### src/rtl/mat_mult_pkg.sv
`default_nettype none
// +-----------------------------------------------------------------------------+
// | mat_mult_pkg : shared types and width helpers for the matrix-multiply ctrl  |
// | Rev 1.0                                                                     |
// +-----------------------------------------------------------------------------+
package mat_mult_pkg;

   typedef enum logic [1:0] {
      IDLE  = 2'd0,
      RUN   = 2'd1,
      DRAIN = 2'd2,
      DONE  = 2'd3
   } state_t;

   function automatic int clog2(input int n);
      int r;
      int v;
      r = 0;
      v = n - 1;
      while (v > 0) begin
         r++;
         v = v >> 1;
      end
      return r;
   endfunction

   // Index/address fields never shrink below one bit, even for a size of 1.
   function automatic int addr_w(input int n);
      return (clog2(n) < 1) ? 1 : clog2(n);
   endfunction

   localparam int DEF_M    = 2;
   localparam int DEF_K    = 2;
   localparam int DEF_N    = 2;
   localparam int DEF_AW_A = addr_w(DEF_M * DEF_K);
   localparam int DEF_AW_B = addr_w(DEF_K * DEF_N);
   localparam int DEF_AW_C = addr_w(DEF_M * DEF_N);

endpackage
`default_nettype wire

### src/rtl/mat_mult_ctrl_gen_delay_line.sv
`default_nettype none
// +-----------------------------------------------------------------------------+
// | ctrl_delay_line : aligns MAC/C-write tags with the A/B memory read latency  |
// | Rev 1.0                                                                     |
// +-----------------------------------------------------------------------------+
module ctrl_delay_line #(
   parameter int DEPTH = 1,
   parameter int AW    = 2
) (
   input  logic          clk,
   input  logic          i_clear,
   input  logic          i_valid,
   input  logic          i_first,
   input  logic          i_last,
   input  logic [AW-1:0] i_addr,
   output logic          o_valid,
   output logic          o_first,
   output logic          o_last,
   output logic [AW-1:0] o_addr,
   output logic          o_any_valid
);
   localparam int SW = AW + 3;

   logic [SW-1:0] r_stage [DEPTH];

   always_ff @(posedge clk) begin
      if (i_clear) begin
         for (int s = 0; s < DEPTH; s++) r_stage[s] <= '0;
      end else begin
         r_stage[0] <= {i_valid, i_first, i_last, i_addr};
         for (int s = 1; s < DEPTH; s++) r_stage[s] <= r_stage[s-1];
      end
   end

   assign {o_valid, o_first, o_last, o_addr} = r_stage[DEPTH-1];

   // Any tag still in flight keeps the controller draining.
   always_comb begin
      o_any_valid = 1'b0;
      for (int s = 0; s < DEPTH; s++) o_any_valid = o_any_valid | r_stage[s][SW-1];
   end

endmodule
`default_nettype wire

### src/rtl/mat_mult_ctrl_gen.sv
`default_nettype none
// +-----------------------------------------------------------------------------+
// | mat_mult_ctrl_gen : address/strobe sequencer for C = A x B on one MAC unit  |
// | Rev 1.0                                                                     |
// +-----------------------------------------------------------------------------+
module mat_mult_ctrl_gen
   import mat_mult_pkg::*;
#(
   parameter int  M       = 2,
   parameter int  K       = 2,
   parameter int  N       = 2,
   parameter int  MEM_LAT = 1,
   parameter int  CNT_W   = 11,
   localparam int AW_A    = addr_w(M * K),
   localparam int AW_B    = addr_w(K * N),
   localparam int AW_C    = addr_w(M * N)
) (
   input  logic             clk,
   input  logic             reset,
   input  logic             start,
   input  logic             abort,
   output logic             rd_en,
   output logic [AW_A-1:0]  addr_a,
   output logic [AW_B-1:0]  addr_b,
   output logic             mac_en,
   output logic             mac_clr,
   output logic             c_we,
   output logic [AW_C-1:0]  c_addr,
   output logic             busy,
   output logic             done,
   output logic [CNT_W-1:0] clock_count
);
   localparam int IW = addr_w(M);
   localparam int JW = addr_w(N);
   localparam int KW = addr_w(K);

   if (M < 1 || K < 1 || N < 1 || MEM_LAT < 1) begin : g_param_check
      $error("mat_mult_ctrl_gen: M, K, N and MEM_LAT must all be >= 1");
   end

   state_t            r_state, w_state_n;
   logic [IW-1:0]     r_i, w_i_n;
   logic [JW-1:0]     r_j, w_j_n;
   logic [KW-1:0]     r_k, w_k_n;
   logic              w_issue, w_accept, w_cancel, w_last_issue, w_busy_n;
   logic              r_rd_en, r_c_we, r_busy, r_done;
   logic [AW_A-1:0]   r_addr_a, w_addr_a;
   logic [AW_B-1:0]   r_addr_b, w_addr_b;
   logic [AW_C-1:0]   r_c_addr, w_in_addr, w_dl_addr;
   logic              w_dl_valid, w_dl_first, w_dl_last, w_dl_any, w_dl_clear, w_write;
   logic [CNT_W-1:0]  r_count;

   assign w_last_issue = (r_i == IW'(M - 1)) && (r_j == JW'(N - 1)) && (r_k == KW'(K - 1));

   always_comb begin
      w_state_n = r_state;
      w_i_n     = r_i;
      w_j_n     = r_j;
      w_k_n     = r_k;
      w_issue   = 1'b0;
      w_accept  = 1'b0;
      w_cancel  = 1'b0;
      case (r_state)
         IDLE, DONE: begin
            if (start && !abort) begin
               w_state_n = RUN;
               w_accept  = 1'b1;
               w_issue   = 1'b1;
               w_i_n     = '0;
               w_j_n     = '0;
               w_k_n     = '0;
            end else begin
               w_state_n = IDLE;
            end
         end
         RUN: begin
            if (abort) begin
               w_state_n = IDLE;
               w_cancel  = 1'b1;
            end else if (w_last_issue) begin
               w_state_n = DRAIN;
            end else begin
               // k runs fastest, then j, then i.
               w_issue = 1'b1;
               if (r_k == KW'(K - 1)) begin
                  w_k_n = '0;
                  if (r_j == JW'(N - 1)) begin
                     w_j_n = '0;
                     w_i_n = r_i + 1'b1;
                  end else begin
                     w_j_n = r_j + 1'b1;
                  end
               end else begin
                  w_k_n = r_k + 1'b1;
               end
            end
         end
         DRAIN: begin
            if (abort) begin
               w_state_n = IDLE;
               w_cancel  = 1'b1;
            end else if (!w_dl_any) begin
               w_state_n = DONE;
            end
         end
         default: w_state_n = IDLE;
      endcase
   end

   assign w_busy_n  = (w_state_n == RUN) || (w_state_n == DRAIN);
   assign w_addr_a  = AW_A'(int'(w_i_n) * K + int'(w_k_n));
   assign w_addr_b  = AW_B'(int'(w_k_n) * N + int'(w_j_n));
   assign w_in_addr = r_rd_en ? AW_C'(int'(r_i) * N + int'(r_j)) : '0;
   assign w_dl_clear = reset || w_cancel;
   assign w_write   = w_dl_valid && w_dl_last && !w_cancel;

   ctrl_delay_line #(
      .DEPTH (MEM_LAT),
      .AW    (AW_C)
   ) u_delay (
      .clk         (clk),
      .i_clear     (w_dl_clear),
      .i_valid     (r_rd_en),
      .i_first     (r_rd_en && (r_k == '0)),
      .i_last      (r_rd_en && (r_k == KW'(K - 1))),
      .i_addr      (w_in_addr),
      .o_valid     (w_dl_valid),
      .o_first     (w_dl_first),
      .o_last      (w_dl_last),
      .o_addr      (w_dl_addr),
      .o_any_valid (w_dl_any)
   );

   always_ff @(posedge clk) begin
      if (reset) begin
         r_state  <= IDLE;
         r_i      <= '0;
         r_j      <= '0;
         r_k      <= '0;
         r_rd_en  <= 1'b0;
         r_addr_a <= '0;
         r_addr_b <= '0;
         r_c_we   <= 1'b0;
         r_c_addr <= '0;
         r_busy   <= 1'b0;
         r_done   <= 1'b0;
         r_count  <= '0;
      end else begin
         r_state  <= w_state_n;
         r_i      <= w_i_n;
         r_j      <= w_j_n;
         r_k      <= w_k_n;
         r_rd_en  <= w_issue;
         r_addr_a <= w_issue ? w_addr_a : '0;
         r_addr_b <= w_issue ? w_addr_b : '0;
         r_c_we   <= w_write;
         r_c_addr <= w_write ? w_dl_addr : '0;
         r_busy   <= w_busy_n;
         r_done   <= (w_state_n == DONE);
         // The accepting edge already opens the first busy cycle.
         if (w_accept) begin
            r_count <= CNT_W'(1);
         end else if (w_busy_n && !(&r_count)) begin
            r_count <= r_count + 1'b1;
         end
      end
   end

   assign rd_en       = r_rd_en;
   assign addr_a      = r_addr_a;
   assign addr_b      = r_addr_b;
   assign mac_en      = w_dl_valid;
   assign mac_clr     = w_dl_valid && w_dl_first;
   assign c_we        = r_c_we;
   assign c_addr      = r_c_addr;
   assign busy        = r_busy;
   assign done        = r_done;
   assign clock_count = r_count;

endmodule
`default_nettype wire

### config.mk
export PLATFORM = sky130hd
export DESIGN_NAME = mat_mult_ctrl_gen
export DESIGN_NICKNAME = d
export VERILOG_FILES = /design/src/rtl/mat_mult_pkg.sv /design/src/rtl/mat_mult_ctrl_gen_delay_line.sv /design/src/rtl/mat_mult_ctrl_gen.sv
export SDC_FILE = /design/constraint.sdc
export NUM_CORES = 1
export LEC_CHECK = 0
export CAP_MARGIN = 20
export CELL_PAD_IN_SITES_DETAIL_PLACEMENT = 0
export CELL_PAD_IN_SITES_GLOBAL_PLACEMENT = 1
export CORE_MARGIN = 1
export CORE_UTILIZATION = 37
export CTS_CLUSTER_SIZE = 14
export DETAILED_ROUTE_END_ITERATION = 8
export PLACE_DENSITY = 0.88
export REMOVE_ABC_BUFFERS = 1
export SLEW_MARGIN = 20
export SYNTH_ARGS = -nofsm -noshare
export SYNTH_HDL_FRONTEND = slang
export SYNTH_SLANG_ARGS = --single-unit
export TNS_END_PERCENT = 100
### constraint.sdc
create_clock -name clk -period 2.8 [get_ports clk]
set_input_delay 0.56 -clock clk [delete_from_list [all_inputs] [get_ports clk]]
set_output_delay 0.56 -clock clk [all_outputs]
set_load 0.02 [all_outputs]
Figure 1. Register map, names as in the netlist.
Scale: 8 px per um.
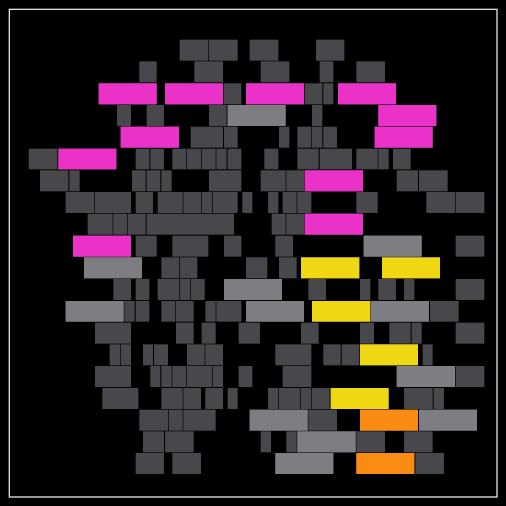
[addr_a] orange | sequential cells: 2
[u_delay.r_stage] yellow | sequential cells: 5
[clock_count] magenta | sequential cells: 11

Figure 2. Clock network drawn from the DEF.
Scale: 4 px per um.
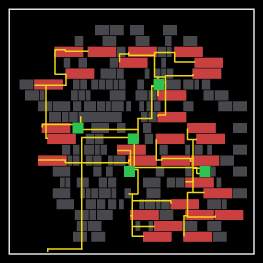
[clock wires] yellow | length: 360 um
[clock-net drivers] green | count: 5
[flip-flops] red | count: 30
flops lie: widely spread
routed clock nets: 6

Figure 3. A small window of the routed layout.
Region (36, 5) to (56, 25) um. Cells in gray, sequential cells in the stronger gray; small squares are vias.
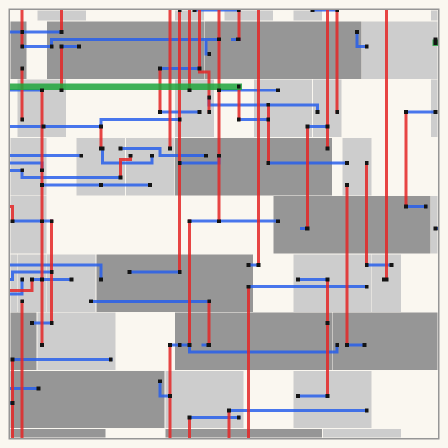
[M2] red
[M3] green
[M1] blue
netlist names of flops here include: u_delay.r_stage (3), c_addr (2)
sequential cells in the window: 8
cells with their middle in the window: 23
most frequent: dfxtp_1 (8), clkdlybuf4s50_1 (5)

Figure 4. Routing congestion.
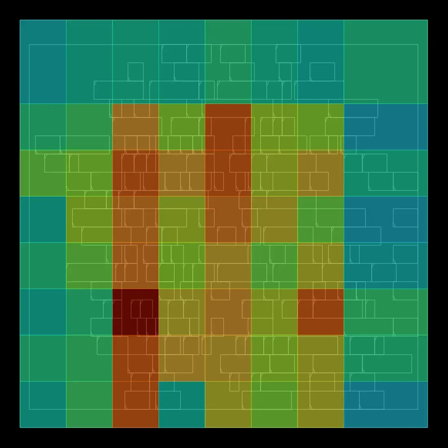
gr busiest metal: met2
met3 usage: 0.0512
GRT Total Usage: 0.170
GRT met2 Usage: 0.265
grt met1 use: 0.213

==> summary.txt <==
run metrics: ys flop type dfxtp_1, floorplan utilization 0.406, and+or+nand+nor area frac 0.267, Core Util, Final 0.527, Synth cell types 34, final hold violations 0, Area Overhead vs Synth 30.0%, Sw Share 0.228, vias in the first global route 1041, CP delay by family, top AND-OR/OR-AND gates, Clock Path Buffers 2, Levels on crit path 10, final global-route overflow total 0, # setup viols final 0, Total Power 0.838 mW, status finished, final reports clean, Post-CTS Resized 0, R2R Setup Slk 0.34 ns, Latency at later pin 0.32 ns, DR top layer met4, drt pass-1 iters 4, metal2 WL around 1300 um, Yosys Instances 142, layout cell share with drive strength beyond 1 0.0805, first-pass GRT wire length 4520 um, crit path max fanout 6, yosys xor share 0.00685, Psw between 0.15 and 0.2 mW, hold_sp u_delay.r_stage[0][0], Tmin final 2.46 ns, Reg clk slew, reported paths 0.10 ns, post-synth top area cell dfxtp_1, reg2reg end clock_count[7], async set-or-reset flop fraction in the synthesized netlist 0, slowest cell on the critical path dfxtp_1, Buffers & Inverters on Critical Path 1, CTS tree done, Commonest Layout Cell dfxtp_1, synthesis area per yosys between 0.001 and 0.0015 mm^2, GP Congestion 0.840, mapped cell area between 0.001 and 0.0015 mm^2, Comb power frac 0.076, setup_tns 0 ns, H-tree depth 2, R2R depth 10, Reg power frac 0.526, CTS sink cnt 30, core area 0.00315 mm^2, Seq/Total Area, Yosys 0.470, Hold WC Path Type reg -> reg, Slew HR 0.724, Arr. time, crit path about 2.7 ns, mux share 0.0157, #FFs+latches synth 30, Yosys warnings 0, DP Wirelength 2030 um, Synth top cells by count dfxtp_1 (30), nor2_1 (14), a21oi_1 (10), inv_1 (10), worst-case hold path end point c_addr[0], Residual DRC 0, main logic family after synthesis simple AND/OR/NAND/NOR gates, Antenna Nets Post-Route 0, CTS root buffer clkbuf_4, part of the cycle the worst path needs 0.877, critical path cell sequence inv_1 > ha_1 > a21boi_1 > o21ai_0 > a31oi_1 > ha_1 > nand3_1 > a21o_2 > or3_1 > a21oi_1, Log Warnings 27, number of port buffers 26, final wirelength 2720 um, Crit. End Element register, via count 1128, top-count cell post-synth dfxtp_1, Vias/cell 5.17, number of setup buffers added after CTS 0, I/O pins 27, antenna violations before repair 0, flip-flops with a built-in enable 0, VDD IR-drop max around 0.38 mV, Worst path max stage delay 0.39 ns, DR iter-0 viols around 50, AO/OA Area Share 0.140, crit-path most repeated cell ha_1, max FFs per register 11, met3 WL post-DR 126 um, Syn Area/Cell about 9 um^2, antenna diode count 0, Synth Instances 142, Slew Limit Fails 0, Max-area cell share 0.470, DIE WIDTH between 60 and 70 um, post-route worst setup slack roughly 0.34 ns, max cap viols 0, height of the die 60.8 um, number of buffers created by CTS 5, end of the critical path clock_count[7], Internal Power ~0.65 mW, DRT met1 WL 1280 um
[stage by stage]
stage	instance area, um^2	hold slack, ns	std cells
after global routing	1660	0.446	218
after CTS	1660	0.433	218
after floorplan	1260	0.394	139
final	1660	0.426	218
after detailed placement	1590	0.417	210
after global placement	1590	0.398	210
[power groups by stage]
stage / Combinational [mW] / Clock [mW] / Sequential, mW
floorplan: 0.0292 / 0 / 0.456
global placement: 0.0625 / 0 / 0.450
detailed placement: 0.0631 / 0 / 0.450
CTS: 0.0636 / 0.341 / 0.441
global route: 0.0700 / 0.360 / 0.442
finish: 0.0638 / 0.334 / 0.441
[final cells by class]
cell class,count,area [um^2]
inverter,10,37.5
fill,292,1490
sequential,30,601
timing repair buffer,27,268
clock inverter,3,40.0
tap,44,55.1
clock buffer,5,37.5
multi-input combinational,99,624
No activity file was given, so power comes from the tool's default toggle rates.
